==> config.mk <==
export PLATFORM = sky130hd
export DESIGN_NAME = mem_stage
export DESIGN_NICKNAME = d
export VERILOG_FILES = /design/src/rtl/mem_stage.sv
export SDC_FILE = /design/constraint.sdc
export NUM_CORES = 1
export LEC_CHECK = 0
export CELL_PAD_IN_SITES_DETAIL_PLACEMENT = 0
export CELL_PAD_IN_SITES_GLOBAL_PLACEMENT = 2
export CORE_UTILIZATION = 17
export CTS_CLUSTER_DIAMETER = 200
export DETAILED_ROUTE_END_ITERATION = 12
export HOLD_SLACK_MARGIN = 0.03
export PLACE_DENSITY = 0.89
export SLEW_MARGIN = 15
export SYNTH_ARGS = -nofsm -noshare
export SYNTH_HDL_FRONTEND = slang
export SYNTH_SLANG_ARGS = --single-unit
==> constraint.sdc <==
create_clock -name CLK -period 1.74 [get_ports CLK]
set_input_delay 0.174 -clock CLK [delete_from_list [all_inputs] [get_ports CLK]]
set_output_delay 0.174 -clock CLK [all_outputs]
set_load 0.02 [all_outputs]
==> images/final_placement.png <==
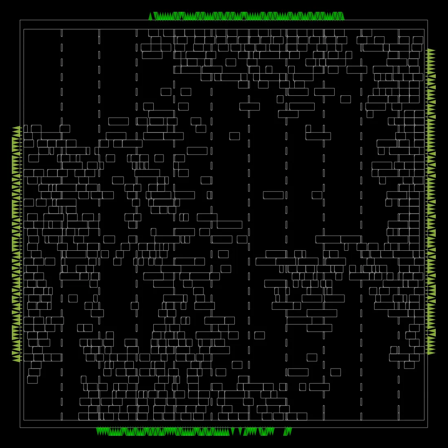
standard-cell row count: 53
sequential cell area share: 0.232
number of fill cells: 2208
utilization after layout: 0.325
filler-free cell count of the finished design: 912

==> images/met3.png <==
Scale bar: 50 um.
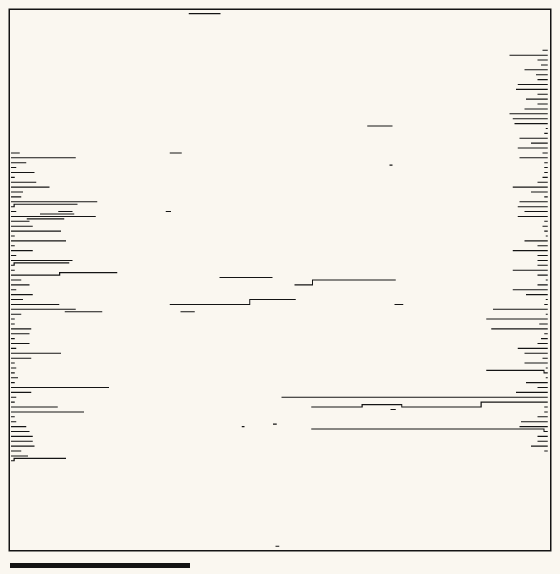
wire length on this layer: 1160 um
share of all routed wire: 8.6%
nets with wire on the layer: 155
longest straight run: 73.8 um
met3 demand-to-capacity share in global routing: 0.0315
Routed WL: 13.6 mm
detailed-route via count: 3482

==> summary.txt <==
Latest figures from synthesis and place and route.

The remaining routing DRC violations is 0. Looking at the VDD voltage map, the peak drop is 0.359 mV. The total non-filler cell area in the finished layout is 6930 um2. The yosys synthesis warning count is 0.

Hold analysis shows the worst path with a depth of 2. Overall routing resource usage recorded by global route was 0.118. Sorting the synthesized cells by area gives the leading types as dfxtp_1 (43%), buf_4 (16%), nor2b_1 (7.2%). Signal nets in the final route climb as high as met4. Total power for the finished layout comes to 5.42 mW. The clock transition time at the flip-flop clock pins of the worst setup and hold paths is 0.06 ns. The most common cell type on the critical path is clkdlybuf4s50_1. The share of synthesized registers carrying an async set or reset is 0. For met2 alone, demand over resource in global routing was 0.195. The total met3 wirelength after detailed routing is 1.16 mm.

Counting endpoints that fail hold in the final report gives 0. Setup repair after global routing left no endpoint under its margin. The number of setup violations in the final report is 0.

For this run, global-route usage on met1 was measured as 0.141. The height of the chip is 150 um. The number of distinct standard cells referenced by the synthesized netlist is 37.

The CTS root buffer is clkbuf_16. The number of detailed-routing iterations run before antenna repair is 8. The per-cell via count in the routed design is 3.82.

Across all register-to-register paths, the minimum setup slack is 0.35 ns. The final setup TNS is 0 ns. The maximum fanout along the worst path is 3. The number of global-route vias before repair is 3405. The most instantiated logic cell after routing is clkdlybuf4s50_1. The path type of the worst setup path is in2out.

The max-cap violation count is 0. The share of final-layout standard cells stronger than drive strength 1 is 0.154. The min-delay analysis places its worst path in the category in2reg.

The synthesis stat section lists a flop and latch total of 80. The synthesized-area fraction occupied by xor and xnor cells is 0.00937. The final-layout worst hold slack is 0.277 ns. For this design, the sink count on the clock tree is 80. The first global-routing pass estimated 19.7 mm of wire. Per the synthesis report, the dominant area consumer among library cells is dfxtp_1.

Synthesis handed over a netlist of 392 instances. The number of antenna violations at the first check in global routing is 0. The final clock period utilization by the worst path is 0.973.

The remaining global-route overflow is 0. The post-CTS hold buffer count recorded in the log is 0. Yosys mapped a number of flops with a built-in enable equal to 0. The run finished with clean final reports.

The largest net degree at the start of global routing is 32. Nets still carrying antenna violations after routing amount to 0. The chip area line of the yosys report is 3740 um2. The total number of H-tree levels is 3. The simple logic cell fraction of the synthesized area is 0.142. The post-synthesis adder-cell area fraction is 0.00335.

The placer congestion estimate is 0.743. For the worst setup path, the data arrival time is 1.52 ns. The antenna diode count is 0. The data required time at the worst endpoint is 1.57 ns.

The leakage power figure is 2.71 nW. The clock period minus final worst setup slack is 1.69 ns. According to the I/O placement log, the pin count is 293. Once routing completed, OpenROAD measured the worst setup slack at 0.0468 ns. On the final layout, the worst clock skew is 0.00286 ns. The share of synthesized area in the top cell type comes to 0.429.

The total clock buffers created by CTS is 9. The cell type of the slowest stage on the worst timing path is clkdlybuf4s50_1. The critical path capture point type is a primary output. The region available for standard cell placement spans 21300 um2.

Post-synth the commonest register cell is dfxtp_1. For this design the ratio of total power to cell area is 783 nW/um2. The area share of and-or/or-and cells after synthesis is 0.133. The wire-length estimate of the detail-placed layout is 10.9 mm. The CTS tree is built. The area of the chip is 22600 um2. The DRC violation total after the first TritonRoute iteration is 169.

The total cells reported by yosys after synthesis is 392. The portion of netlist area occupied by mux cells is 0.0988. Before any placement, the netlist area is recorded as 3740 um2. The dominant non-sequential cell family after synthesis is buffers and inverters. The type of element launching the critical path is an input port. The effective utilization at floorplan is 0.176.

By instance count after routing, the leading logic cell types are clkdlybuf4s50_1 (263), dfxtp_1 (78), nor2b_1 (42), buf_4 (35), nand2_1 (29). The stage-log warning count is 27. The area after detailed placement is 6610 um2.

The final tally of max-slew violations is 0. Per the placement log, port buffering inserted 290 buffers. The worst setup timing slack at the placement stage is -0.328 ns.

For this run, the slowest stage of the critical path takes 0.54 ns. Per the post-synthesis stats, the area per cell is 9.53 um2. The width of the chip is 150 um. The synthesis run shows the most used standard cells to be dfxtp_1 (80), buf_4 (78), nor2b_1 (43).
-- layout make-up --
type	count	area, um2	area share
Clock inverter	4	51.3	0.00740
Multi-Input combinational cell	211	1470	0.213
Inverter	3	11.3	0.00163
Sequential cell	80	1600	0.232
Tap cell	275	344	0.0497
Timing Repair Buffer	327	3190	0.460
Clock buffer	12	256	0.0370
-- critical path: cells and delay by family --
kind,cells,cell delay (ns)
buffers and inverters,3,1.09
muxes,1,0.25
-- what timing repair did --
item	CTS	global route
setup endpoints to repair	23	5
resized	27	10
setup buffers	0	1
pin swaps	0	3
hold endpoints to repair	0	0
-- report_power, final --
group	switching [mW]	internal (mW)	total [mW]
logic	0.695	0.778	1.47
clock network	0.800	1.19	1.99
registers	0.0275	1.93	1.96
Power and IR drop assume default switching activity.
